$ cat config.mk
export PLATFORM = sky130hd
export DESIGN_NAME = qspi_mem_ctrl
export DESIGN_NICKNAME = d
export VERILOG_FILES = /design/src/rtl/qspi_pkg.sv /design/src/rtl/qspi_sck_gen.sv /design/src/rtl/qspi_mem_ctrl.sv
export SDC_FILE = /design/constraint.sdc
export NUM_CORES = 1
export LEC_CHECK = 0
export CELL_PAD_IN_SITES_DETAIL_PLACEMENT = 0
export CELL_PAD_IN_SITES_GLOBAL_PLACEMENT = 1
export CORE_UTILIZATION = 41
export CTS_CLUSTER_SIZE = 40
export DETAILED_ROUTE_END_ITERATION = 7
export GPL_TIMING_DRIVEN = 0
export PLACE_DENSITY_LB_ADDON = 0.1
export SYNTH_ARGS = -nofsm -noshare
export SYNTH_HDL_FRONTEND = slang
export SYNTH_SLANG_ARGS = --single-unit
$ cat constraint.sdc
create_clock -name clk -period 5.7 [get_ports clk]
set_input_delay 0.57 -clock clk [delete_from_list [all_inputs] [get_ports clk]]
set_output_delay 0.57 -clock clk [all_outputs]
set_load 0.1 [all_outputs]
$ cat src/rtl/qspi_pkg.sv
// Shared QPI command opcodes, controller state encoding and small request-decoding helpers
// for the QSPI memory controller.
package qspi_pkg;

  localparam logic [7:0] CMD_QREAD  = 8'hEB;
  localparam logic [7:0] CMD_QWRITE = 8'h38;

  typedef enum logic [2:0] {IDLE, CMD, ADDR, DUMMY, DATA, DESEL} qspi_state_e;

  typedef struct packed {
    logic       ok;   // non-empty, contiguous byte-enable mask
    logic [1:0] lo;   // lowest enabled byte index
    logic [2:0] cnt;  // number of enabled bytes
  } be_info_t;

  function automatic be_info_t be_decode(input logic [3:0] be);
    be_info_t r;
    r = '0;
    case (be)
      4'b0001: r = {1'b1, 2'd0, 3'd1};
      4'b0010: r = {1'b1, 2'd1, 3'd1};
      4'b0100: r = {1'b1, 2'd2, 3'd1};
      4'b1000: r = {1'b1, 2'd3, 3'd1};
      4'b0011: r = {1'b1, 2'd0, 3'd2};
      4'b0110: r = {1'b1, 2'd1, 3'd2};
      4'b1100: r = {1'b1, 2'd2, 3'd2};
      4'b0111: r = {1'b1, 2'd0, 3'd3};
      4'b1110: r = {1'b1, 2'd1, 3'd3};
      4'b1111: r = {1'b1, 2'd0, 3'd4};
      default: r = '0;
    endcase
    return r;
  endfunction

  function automatic logic [31:0] swap32(input logic [31:0] w);
    return {w[7:0], w[15:8], w[23:16], w[31:24]};
  endfunction

endpackage

$ cat src/rtl/qspi_sck_gen.sv
// SPI mode-0 clock generator: sck low for CLK_DIV clk cycles, then high for CLK_DIV,
// with one-cycle pulses marking the rising edge (sample) and falling edge (shift).
module qspi_sck_gen #(
  parameter int CLK_DIV = 1
) (
  input  logic clk,
  input  logic rst,
  input  logic en,
  output logic sck_o,
  output logic shift_o,
  output logic sample_o
);

  localparam int CW = (CLK_DIV > 1) ? $clog2(CLK_DIV) : 1;
  localparam logic [CW-1:0] LAST = CW'(CLK_DIV - 1);

  logic [CW-1:0] cnt;
  logic          half_end;

  assign half_end = en && (cnt == LAST);
  assign sample_o = half_end && !sck_o;
  assign shift_o  = half_end && sck_o;

  always_ff @(posedge clk) begin
    if (rst || !en) begin
      cnt   <= '0;
      sck_o <= 1'b0;
    end else if (half_end) begin
      cnt   <= '0;
      sck_o <= ~sck_o;
    end else begin
      cnt <= cnt + 1'b1;
    end
  end

endmodule

$ cat src/rtl/qspi_mem_ctrl.sv
// QPI master: turns one 32-bit word request into a 0xEB read or 0x38 write frame,
// nibble-serialised on split io_o / io_oe / io_i pads.
module qspi_mem_ctrl
  import qspi_pkg::*;
#(
  parameter int ADDR_W    = 24,
  parameter int CLK_DIV   = 1,
  parameter int DUMMY_CYC = 6,
  parameter int CS_HOLD   = 2
) (
  input  logic              clk,
  input  logic              rst,
  input  logic              req_i,
  output logic              gnt_o,
  input  logic [ADDR_W-1:0] addr_i,
  input  logic              we_i,
  input  logic [3:0]        be_i,
  input  logic [31:0]       wdata_i,
  output logic              rvalid_o,
  output logic [31:0]       rdata_o,
  output logic              err_o,
  input  logic [3:0]        qspi_io_i,
  output logic [3:0]        qspi_io_o,
  output logic [3:0]        qspi_io_oe_o,
  output logic              qspi_ck_o,
  output logic              qspi_cs_o
);

  localparam int TX_W = 8 + ADDR_W + 32;
  localparam logic [7:0] ADDR_LAST  = 8'(ADDR_W / 4 - 1);
  localparam logic [7:0] DUMMY_LAST = 8'(DUMMY_CYC - 1);
  localparam logic [7:0] HOLD_LAST  = 8'(CS_HOLD - 1);

  qspi_state_e     state_q, state_d;
  logic [7:0]      slot_q;
  logic [TX_W-1:0] tx_q;
  logic [31:0]     rx_q;
  logic            we_q;
  logic            bad_q;
  logic [3:0]      data_last_q;
  logic            en, shift, sample, accept, oe;
  logic            addr_lsb_unused;
  be_info_t        be_info;

  assign be_info         = be_decode(be_i);
  assign gnt_o           = (state_q == IDLE);
  assign accept          = req_i && gnt_o;
  assign en              = state_q inside {CMD, ADDR, DUMMY, DATA};
  assign oe              = (state_q inside {CMD, ADDR}) || (state_q == DATA && we_q);
  assign qspi_cs_o       = ~en;
  assign qspi_io_oe_o    = {4{oe}};
  assign qspi_io_o       = tx_q[TX_W-1 -: 4];
  assign addr_lsb_unused = ^addr_i[1:0];

  qspi_sck_gen #(.CLK_DIV(CLK_DIV)) u_sck (
    .clk      (clk),
    .rst      (rst),
    .en       (en),
    .sck_o    (qspi_ck_o),
    .shift_o  (shift),
    .sample_o (sample)
  );

  always_ff @(posedge clk) begin
    if (rst) state_q <= IDLE;
    else     state_q <= state_d;
  end

  // Bad write masks skip the bus entirely and go straight to a one-cycle error response.
  always_comb begin
    state_d = state_q;
    unique case (state_q)
      IDLE:  if (accept) state_d = (we_i && !be_info.ok) ? DESEL : CMD;
      CMD:   if (shift && slot_q == 8'd1) state_d = ADDR;
      ADDR:  if (shift && slot_q == ADDR_LAST)
               state_d = (we_q || DUMMY_CYC == 0) ? DATA : DUMMY;
      DUMMY: if (shift && slot_q == DUMMY_LAST) state_d = DATA;
      DATA:  if (shift && slot_q == {4'd0, data_last_q}) state_d = DESEL;
      DESEL: if (bad_q || slot_q == HOLD_LAST) state_d = IDLE;
      default: state_d = IDLE;
    endcase
  end

  always_ff @(posedge clk) begin
    if (rst) begin
      slot_q      <= '0;
      tx_q        <= '0;
      we_q        <= 1'b0;
      bad_q       <= 1'b0;
      data_last_q <= '0;
      rvalid_o    <= 1'b0;
      err_o       <= 1'b0;
      rdata_o     <= '0;
    end else begin
      rvalid_o <= 1'b0;
      if (state_d != state_q)
        slot_q <= '0;
      else if (shift || state_q == DESEL)
        slot_q <= slot_q + 8'd1;

      // Write bytes are pre-shifted so the lowest enabled byte leaves first, high nibble first.
      if (accept) begin
        we_q        <= we_i;
        bad_q       <= we_i && !be_info.ok;
        data_last_q <= we_i ? ({be_info.cnt, 1'b0} - 4'd1) : 4'd7;
        tx_q        <= {(we_i ? CMD_QWRITE : CMD_QREAD), addr_i[ADDR_W-1:2],
                        (we_i ? be_info.lo : 2'b00),
                        swap32(wdata_i >> {be_info.lo, 3'b000})};
      end else if (shift) begin
        tx_q <= tx_q << 4;
      end

      if (state_q != DESEL && state_d == DESEL) begin
        rvalid_o <= 1'b1;
        err_o    <= (state_q == IDLE);
        if (state_q == DATA && !we_q) rdata_o <= swap32(rx_q);
      end
    end
  end

  always_ff @(posedge clk) begin
    if (sample && state_q == DATA && !we_q) rx_q <= {rx_q[27:0], qspi_io_i};
  end

endmodule
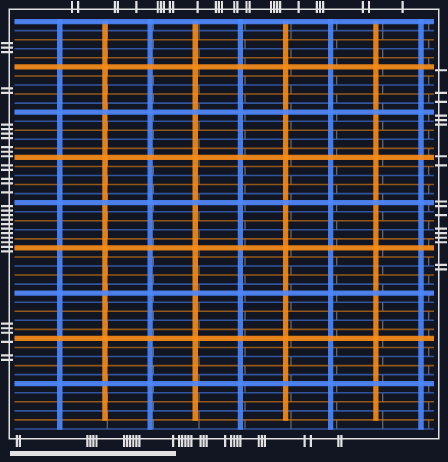
floorplan.png
Bar = 50 um. Pins as bars on the die edge. Tap cells in grey.
colour	net
orange	VDD
blue	VSS
met5 straps	9
rows	45
Die Y: 128.6 um
peak supply drop: 0.2954 mV
Die Wd: 128.6 um
Core Area: 0.01543 mm^2

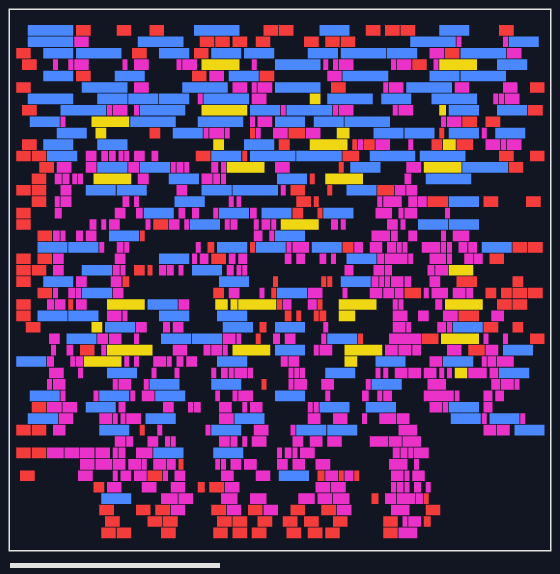
class_map.png
Bar = 50 um.
colour	class	cells
yellow	clock drivers and dummy loads	32
red	remaining buffers and delay cells	169
blue	registers	149
magenta	remaining logic cells	444
Seq/total area: 0.3863
Rows: 45
Util after Layout: 0.5543

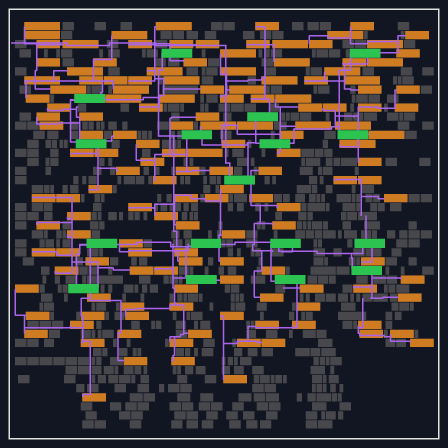
clock_wires.png
[green] clock-net drivers | count: 17
[purple] clock wires | length: 1760 um
[orange] flip-flops | count: 149
routed clock nets	18
flops lie	spread over the die

==> run summary <==
status: finished clean
final instance area: 0.008551 mm^2
Top cell excl fill/tap: dfxtp_1
buffering overhead: 0.1699
IO buf count: 108
post-route antenna net violation count: 0
grt met2 use: 0.3345
crit path from: state_q[1]
Yosys top cell by instances: dfxtp_1
DP Wirelength: 12100 um
CTS tree: built
placed cells: 973
RSZ-0062 raised after global routing: no
layout inverter count without the clock tree: 6
area share, top type: 0.3564
Worst Slack Setup Final: 2.355 ns
Cell Pwr Density: 348.2 mW/mm^2
via count: 5303
top power group: registers
layout cells sized above 1: 0.1121
path category of the worst min-delay check: reg -> reg
critical path peak fanout: 10
worst reg2reg setup slack: 3.10 ns
DRC: 0
main flop type: dfxtp_1
Syn-to-layout area delta: 30.10%
n_taps: 211
yosys aoi share: 0.1449
CTS root buffer: clkbuf_16
startpoint types: flop
initial antenna violation count: 0
count of tool warnings: 34
drt total wl: 16520 um
GRT busiest layer: met2
All-Layer GR Usage: 0.2079
Ys Warns: 0
Synth area leader: dfxtp_1
crit-path leading delay family: buffers and inverters
#FFs+latches synth: 149
top comb family, area: AND-OR/OR-AND gates
GR Util met1: 0.2767
Reg2Reg Depth: 10
Final Hold Violating Endpoints: 0
crit path DAT: 2.78 ns
GPL Wtd Cong: 0.9076
Slew Limit Fails: 0
clk_skew: 0.01610 ns
Mux cell area share: 0.1209
Hold Crit Depth: 0
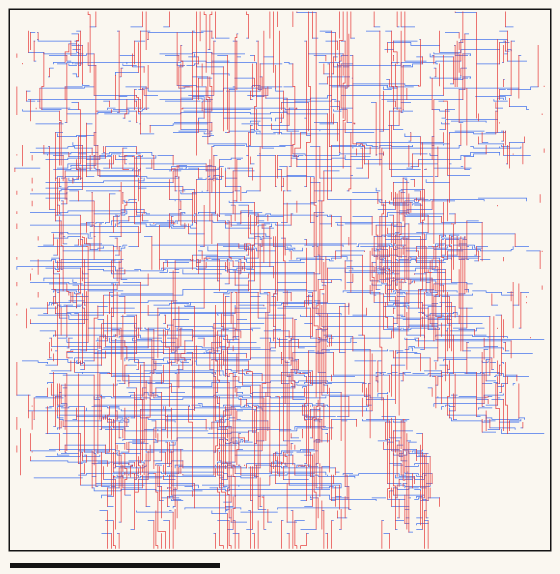
layers.png
Bar = 50 um. Two of the layers only.
colour	layer	wire length
blue	M1	7770 um
red	M2	7790 um

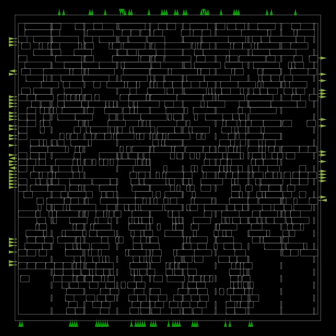
placed.png
flip-flops: 149
final non-filler cell total: 1005

Power and IR drop assume default switching activity.
